<file path="config.mk">
export PLATFORM = sky130hd
export DESIGN_NAME = scan_chain_ctrl
export DESIGN_NICKNAME = d
export VERILOG_FILES = /design/src/rtl/scan_chain_ctrl.sv
export SDC_FILE = /design/constraint.sdc
export NUM_CORES = 1
export LEC_CHECK = 0
export CAP_MARGIN = 30
export CORE_ASPECT_RATIO = 0.7
export CORE_MARGIN = 8
export CORE_UTILIZATION = 35
export DETAILED_ROUTE_END_ITERATION = 8
export GPL_TIMING_DRIVEN = 0
export HOLD_SLACK_MARGIN = 0.05
export PLACE_DENSITY = 0.59
export SYNTH_ARGS = -nofsm -noshare
export SYNTH_HDL_FRONTEND = slang
export SYNTH_SLANG_ARGS = --single-unit
</file>
<file path="constraint.sdc">
create_clock -name clk -period 5.37 [get_ports clk]
set_input_delay 1.3425 -clock clk [delete_from_list [all_inputs] [get_ports clk]]
set_output_delay 1.3425 -clock clk [all_outputs]
set_load 0.005 [all_outputs]
</file>
<file path="src/rtl/scan_chain_ctrl.sv">
// Loads the accelerator's serial configuration scan chain from word-wide host data.
// Define SCAN_CHAIN_READBACK_EN to capture the previous chain contents from so as readback words.
module scan_chain_ctrl #(
  parameter int CHAIN_LEN = 71,
  parameter int WORD_W    = 16,
  parameter int CNT_W     = $clog2(CHAIN_LEN + 1)
) (
  input  logic              clk,
  input  logic              reset,
  input  logic              start,
  input  logic              abort,
  input  logic [WORD_W-1:0] cfg_data,
  input  logic              cfg_valid,
  output logic              cfg_ready,
  output logic              se,
  output logic              si,
  input  logic              so,
  output logic              busy,
  output logic              done
`ifdef SCAN_CHAIN_READBACK_EN
  ,
  output logic [WORD_W-1:0] rb_data,
  output logic              rb_valid,
  input  logic              rb_ready
`endif
);

  localparam int WB_W = $clog2(WORD_W + 1);

  typedef enum logic [1:0] {IDLE, LOAD, SHIFT, DONE} state_t;

  state_t            state, next_state;
  logic [WORD_W-1:0] shreg;
  logic [WB_W-1:0]   word_bits;
  logic [CNT_W-1:0]  remaining;
  logic              se_q, si_q, busy_q, done_q;
  logic              load_word, shift_now, cfg_ready_c;
  logic              stall, done_ok;

`ifdef SCAN_CHAIN_READBACK_EN
  logic [WORD_W-1:0] rb_shreg, rb_data_q;
  logic [WB_W-1:0]   rb_cnt;
  logic [CNT_W-1:0]  rb_left;
  logic              rb_valid_q;

  // An unaccepted readback word freezes the scan; completion waits for the last word to drain.
  assign stall   = rb_valid_q && !rb_ready;
  assign done_ok = !se_q && (!rb_valid_q || rb_ready);
  assign rb_data  = rb_data_q;
  assign rb_valid = rb_valid_q;
`else
  logic unused_so;
  assign unused_so = so;
  assign stall     = 1'b0;
  assign done_ok   = 1'b1;
`endif

  assign cfg_ready = cfg_ready_c;
  assign se        = se_q;
  assign si        = si_q;
  assign busy      = busy_q;
  assign done      = done_q;

  // Next-state decode; abort overrides everything, including a start seen in IDLE.
  always_comb begin
    next_state  = state;
    load_word   = 1'b0;
    shift_now   = 1'b0;
    cfg_ready_c = 1'b0;
    if (abort) begin
      next_state = IDLE;
    end else begin
      case (state)
        IDLE: if (start) next_state = LOAD;
        LOAD: begin
          cfg_ready_c = !stall;
          if (cfg_valid && !stall) begin
            load_word  = 1'b1;
            next_state = SHIFT;
          end
        end
        SHIFT: begin
          if (!stall) begin
            shift_now = 1'b1;
            if (word_bits == WB_W'(1))
              next_state = (remaining == CNT_W'(1)) ? DONE : LOAD;
          end
        end
        DONE: if (done_ok) next_state = IDLE;
        default: next_state = IDLE;
      endcase
    end
  end

  always_ff @(posedge clk or posedge reset) begin
    if (reset) begin
      state     <= IDLE;
      shreg     <= '0;
      word_bits <= '0;
      remaining <= '0;
      se_q      <= 1'b0;
      si_q      <= 1'b0;
      busy_q    <= 1'b0;
      done_q    <= 1'b0;
    end else begin
      state  <= next_state;
      se_q   <= shift_now;
      done_q <= (state == DONE) && (next_state == IDLE) && !abort;
      busy_q <= (next_state != IDLE) || ((state == DONE) && !abort);
      if (state == IDLE && next_state == LOAD)
        remaining <= CNT_W'(CHAIN_LEN);
      if (load_word) begin
        shreg <= cfg_data;
        if (int'(remaining) >= WORD_W)
          word_bits <= WB_W'(WORD_W);
        else
          word_bits <= WB_W'(remaining);
      end
      if (shift_now) begin
        si_q      <= shreg[0];
        shreg     <= shreg >> 1;
        word_bits <= word_bits - WB_W'(1);
        remaining <= remaining - CNT_W'(1);
      end
    end
  end

`ifdef SCAN_CHAIN_READBACK_EN
  // so is sampled while se is high, i.e. on the same edge the chain shifts that bit out.
  always_ff @(posedge clk or posedge reset) begin
    if (reset) begin
      rb_shreg   <= '0;
      rb_data_q  <= '0;
      rb_cnt     <= '0;
      rb_left    <= '0;
      rb_valid_q <= 1'b0;
    end else if (abort) begin
      rb_shreg   <= '0;
      rb_cnt     <= '0;
      rb_valid_q <= 1'b0;
    end else begin
      if (state == IDLE && next_state == LOAD) begin
        rb_left  <= CNT_W'(CHAIN_LEN);
        rb_cnt   <= '0;
        rb_shreg <= '0;
      end
      if (rb_valid_q && rb_ready)
        rb_valid_q <= 1'b0;
      if (se_q) begin
        rb_left <= rb_left - CNT_W'(1);
        if (rb_cnt == WB_W'(WORD_W - 1) || rb_left == CNT_W'(1)) begin
          rb_data_q  <= rb_shreg | (WORD_W'(so) << rb_cnt);
          rb_valid_q <= 1'b1;
          rb_shreg   <= '0;
          rb_cnt     <= '0;
        end else begin
          rb_shreg <= rb_shreg | (WORD_W'(so) << rb_cnt);
          rb_cnt   <= rb_cnt + WB_W'(1);
        end
      end
    end
  end
`endif

endmodule

</file>
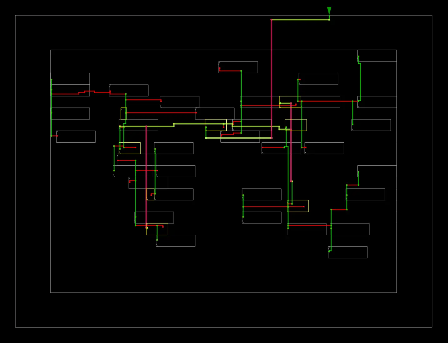
run_1/final_clocks.png
number of buffers created by CTS: 5
Late-Pin Clk Latency: 290 ps
clock-net power: 0.194 mW
flip-flops: 34
clock buf count: 7

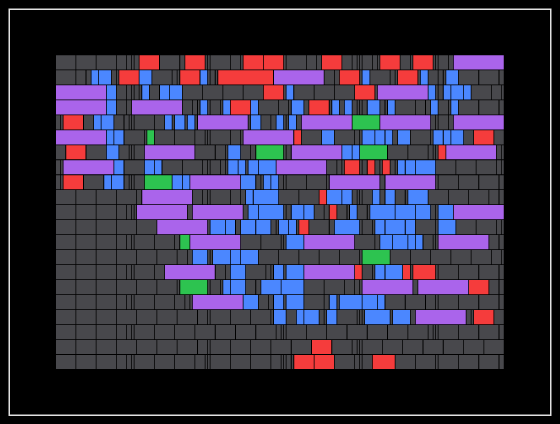
run_1/cell_classes.png
Fill, decap, tap and diode cells in gray.
[other buffers and delay cells] red | cells: 37 | share of their area: 17%
[all other logic] blue | cells: 124 | share of their area: 37%
[flops] purple | cells: 34 | share of their area: 42%
[clock drivers and dummy loads] green | cells: 8 | share of their area: 4.5%
Final Instance Area: 2079 sq um
fin util: 44.71%

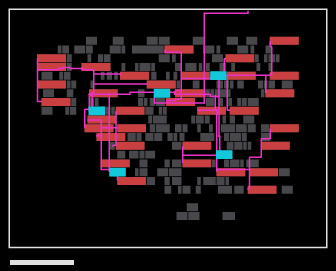
run_1/clock_map.png
Scale bar: 20 um.
[flip-flops] red | count: 34
[cells driving clock nets] cyan | count: 5
[clock wires] magenta | length: 468 um
routed clock nets: 6
Clk network pwr share: 25.1%
clock skew: 9.588 ps

==> run summary, run 1 <==
impl run done, here's what came out: run status complete, no violations, Die Y about 73 um, routed wire length around 3800 um, start point of the worst hold path remaining[6]$_DFFE_PP0P_, CTS H-tree lvls 2, max frequency roughly 280 MHz, global-route wire length before repair ~6400 um, crit path kind primary input to primary output, overall die area 7199 sq um, Tightest Pin Transition ~730 ps, Worst R2R Setup Slack ~3400 ps, CP startpoint abort, cell breakdown of the critical path buf_6 > nor3b_1 > clkdlybuf4s50_1, main area contributors dfrtp_1, nor3_1, nor2_1, o22ai_1, nand2_1, layout cells sized above 1 under 10%, area leader, netlist dfrtp_1, yosys stat area approximately 1600 sq um, crit path capture cfg_ready, Hold Path End remaining[6]$_DFFE_PP0P_, yosys cell count between 150 and 200, Top Ports 27, ys flops 34, Antenna Violating Nets Remaining 0, Reg-to-Reg End remaining[4]$_DFFE_PP0P_, crit-path max cell delay between 500 and 600 ps, critical path depth 3, DP HPWL approximately 2800 um, Tool Warnings 29
-- run 1: cell usage after synthesis (all sizes together), types with 2 or more instances --
cell      n
nor3b     2
mux2i     3
or3b      2
buf       4
a31oi     5
nor2     19
a22oi     2
a211oi    2
nor3     15
nand4bb   2
o31ai     2
nand3     3
dfrtp    34
clkbuf    8
o22ai    11
or4       2
o211ai    2
ha        4
a21oi     7
o21ai     3
nand2    15
inv       9
-- run 1: routing by layer --
layer | global-route usage [%] | up-vias | wire, um
li1 | - | 687 | -
met1 | 14.93 | 632 | 1904
met2 | 16.64 | 26 | 1664
met3 | 3.122 | 7 | 202
met4 | 4.639 | 0 | 70
met5 | 0 | - | 0
-- run 1: worst register-to-register path, cell delays in order (launching register included) --
cell and delay, ps:
dfrtp_1 430, inv_1 100, ha_1 200, or3b_2 500, a2111oi_0 440, mux2i_1 140
-- run 1: layout make-up --
class,instances,area [sq um]
plain buffers,12,65.06
clock buffers,7,86.33
clock inverters,1,5.005
fillers,438,2571
inverters,9,33.78
multi-input cells,115,699.4
flip-flops and latches,34,850.8
well taps,57,71.32
repair buffers,25,267.8
-- run 1: power by group --
part / internal (mW) / leakage, nW / total, mW / switching [mW]
logic: 0.0942 / 0.433 / 0.183 / 0.0885
clock network: 0.103 / 0.0482 / 0.194 / 0.0911
registers: 0.339 / 0.399 / 0.398 / 0.0588
-- run 1: cell families after synthesis --
logic type                 Yosys count  synth area share, %
AOI/OAI and AO/OA                   43                17.45
adders and majority gates            4                3.035
buffers and inverters               21                5.994
DFF                                 34                51.59
muxes                                3                1.821
and+or+nand+nor                     65                20.11
-- run 1: flip-flops by register name, summed over array words and instances, names as in the netlist --
signal	flops
state	2
shreg	16
done	1
busy	1
si	1
se	1
remaining	7
word_bits	5
==> run 2: changes to the inputs <==
- clock period: 5.37 -> 3.25 ns (I/O delays scaled with it)
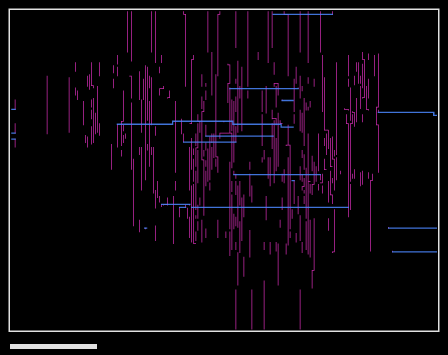
run_2/metal_stack.png
Scale bar: 20 um. Only two layers are drawn.
[met2] magenta | wire length: 1670 um
[met3] blue | wire length: 202 um
Vias: 1352
wire per inst: 14.78 um
routed wire length: 3842 um

==> run summary, run 2 <==
impl run done, here's what came out: DP HPWL 2759 um, Reg-to-Reg End remaining[4]$_DFFE_PP0P_, Tightest Pin Transition ~730 ps, main area contributors dfrtp_1, nor3_1, nor2_1, o22ai_1, nand2_1, Die Y roughly 73 um, MUX share of area between 1.5 and 2%, Psw between 0.3 and 0.4 mW, overall die area 7199 sq um, crit path kind flip-flop to primary output, Top Ports 27, yosys stat area roughly 1600 sq um, Sequential cell area between 800 and 900 sq um, Late-Pin Clk Latency 290 ps, clock-net power between 0.3 and 0.4 mW, area leader, netlist dfrtp_1, crit path capture cfg_ready, Dominant comb cell simple AND/OR/NAND/NOR gates, crit-path max cell delay 530 ps, MI comb area about 700 sq um, run status complete, no violations, Worst R2R Setup Slack between 1000 and 1500 ps, biggest regs shreg: 16 flops, remaining: 7 flops, word_bits: 5 flops, ys flops 34, internal power approximately 0.89 mW, CP startpoint state[0]$_DFF_PP0_, yosys cell count between 150 and 200, CTS H-tree lvls 2, max FFs per register 16, Reg with most FFs shreg, Top pwr grp registers, clock skew 9.588 ps, Logic pwr share about a quarter, max frequency about 400 MHz
[run 2: cell counts after synthesis]
Identical to the previous run, type by type.
[run 2: kinds of logic after synthesis]
kind of cell | count (synthesis)
AND-OR/OR-AND | 43
flip-flops | 34
multiplexers | 3
buffers and inverters | 21
AND/OR/NAND/NOR | 65
adder cells (fa/ha/maj) | 4
[run 2: layout make-up]
class	count	share of cell area [%]
timing repair buffer	25	12.88
tap	57	3.430
inverter	9	1.625
clock inverter	1	0.2407
multi-input combinational	115	33.63
sequential	34	40.91
buffer	12	3.129
clock buffer	7	4.152
[run 2: routing by layer]
metal	wire [um]	track usage, %
met1	1904	14.93
met2	1664	16.64
met3	202	3.122
met4	70	4.639
met5	0	0
[run 2: through the flow]
step | cells | utilization [%] | hold slack [ps] | power (mW) | area, sq um
floorplan | 170 | - | 440.2 | 0.8530 | 1649
global placement | 251 | 42.16 | 452.4 | 0.9548 | 1961
detailed placement | 252 | 42.75 | 455.9 | 0.9657 | 1988
CTS | 260 | 44.71 | 481.6 | 1.293 | 2079
global route | 260 | 44.71 | 528.0 | 1.374 | 2079
finish | 260 | 44.71 | 489.7 | 1.280 | 2079
[run 2: how the worst min path moves through the flow]
stage,from,to,slack [ps]
floorplan,shreg[0]$_DFFE_PP0P_,si$_DFFE_PP0P_,440
global placement,shreg[0]$_DFFE_PP0P_,si$_DFFE_PP0P_,450
detailed placement,shreg[0]$_DFFE_PP0P_,si$_DFFE_PP0P_,460
CTS,remaining[6]$_DFFE_PP0P_,remaining[6]$_DFFE_PP0P_,480
global route,shreg[0]$_DFFE_PP0P_,si$_DFFE_PP0P_,530
finish,remaining[6]$_DFFE_PP0P_,remaining[6]$_DFFE_PP0P_,490
run_2/cell_classes.png
Fill, decap, tap and diode cells in gray.
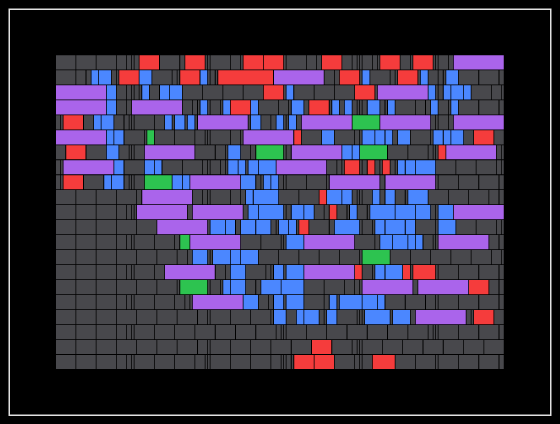

==> run 3: changes to the inputs <==
- PLACE_DENSITY: 0.59 -> 0.61
- clock period: 3.25 -> 2.25 ns (I/O delays scaled with it)
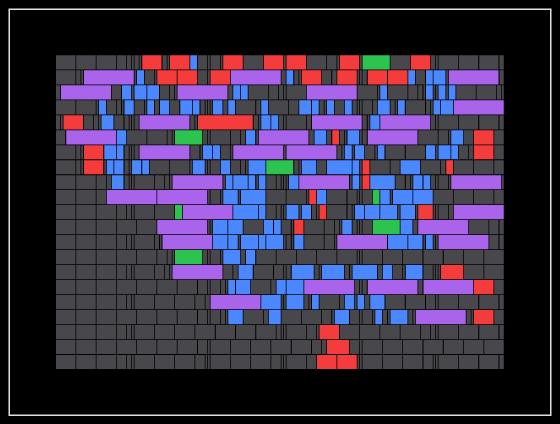
run_3/cell_classes.png
Fill, decap, tap and diode cells in gray.
[clock drivers and dummy loads] green | cells: 7 | share of their area: 3.8%
[flops] purple | cells: 34 | share of their area: 43%
[other buffers and delay cells] red | cells: 35 | share of their area: 16%
[all other logic] blue | cells: 124 | share of their area: 37%
Seq/total area: 41.36%
core area: 4651 sq um

==> run summary, run 3 <==
impl run done, here's what came out: Non-Filler Instances roughly 260, Antenna Violating Nets Remaining 0, met2 Use GR between 15 and 20%, most used routing layer met2, met3 usage approximately 2.8%, flip-flops 34, wire per inst approximately 15 um, routed wire length ~3800 um, non-clock inverter total of the final layout 9, area leader, netlist dfrtp_1, Synth top cell by count dfrtp_1, run status complete, no violations, internal power around 1.2 mW, Logic pwr share between 20% and 30%, number of buffers created by CTS 5, Fill cells ~480, yosys cell count about 170, clock skew between 10 and 15 ps, max frequency 472.0 MHz, Area after DPL 1988 sq um, Top class by area flip-flops and latches, MI comb area around 700 sq um, Sequential cell area 850.8 sq um, met1 usage in global routing between 10 and 15%, met2 wire length 1637 um, clock buf count 7, Clk network pwr share between 20% and 30%, Data buffer area share between 15 and 20%, Top Ports 27, global-route wire length before repair between 6000 and 7000 um, Reg with most FFs shreg, layout cells sized above 1 roughly 7%, cell breakdown of the critical path nor3b_1 > clkdlybuf4s50_1
## run 3: netlist changes by cell type in the layout (fill, tap and decap cells not counted)
cell / delta
clkbuf_1: -1
clkbuf_8: -1
clkinv_2: -1
## run 3: cells by family (layout without fill, tap and decap cells)
logic type | Yosys count | count (layout) | share of synthesized area, %
flip-flops | 34 | 34 | 51.59
multiplexers | 3 | 3 | 1.821
AND/OR/NAND/NOR | 65 | 65 | 20.11
AND-OR/OR-AND | 43 | 43 | 17.45
buffers and inverters | 21 | 51 | 5.994
adder cells (fa/ha/maj) | 4 | 4 | 3.035
## run 3: power by group through the flow
stage	Sequential [mW]	Combinational (mW)	Clock [mW]
global route	0.984	0.505	0.454
global placement	0.952	0.430	0
CTS	0.951	0.438	0.432
finish	0.959	0.429	0.416
floorplan	0.921	0.311	0
detailed placement	0.955	0.443	0
## run 3: final timing paths
| check | from | endpoint | slack, ps | cells after the start |
|---|---|---|---|---|
| worst max register to register | remaining[1]$_DFFE_PP0P_ | remaining[4]$_DFFE_PP0P_ | 340 | 5 |
| max in group asynchronous | reset | word_bits[3]$_DFFE_PP0P_ | 1080 | 3 |
| min in group asynchronous | reset | shreg[0]$_DFFE_PP0P_ | 660 | 2 |
| worst min-delay path | shreg[0]$_DFFE_PP0P_ | si$_DFFE_PP0P_ | 470 | 2 |
| worst min register to register | shreg[0]$_DFFE_PP0P_ | si$_DFFE_PP0P_ | 470 | 2 |
| worst max-delay path | state[0]$_DFF_PP0_ | cfg_ready | 130 | 2 |
## run 3: worst min-delay path, delay by kind of cell, from the launching register on
kind / cells / cell delay [ps]
flip-flops: 1 / 340
AND/OR/NAND/NOR: 2 / 100
Power figures rest on the tool's default switching activity, not on a simulated workload.
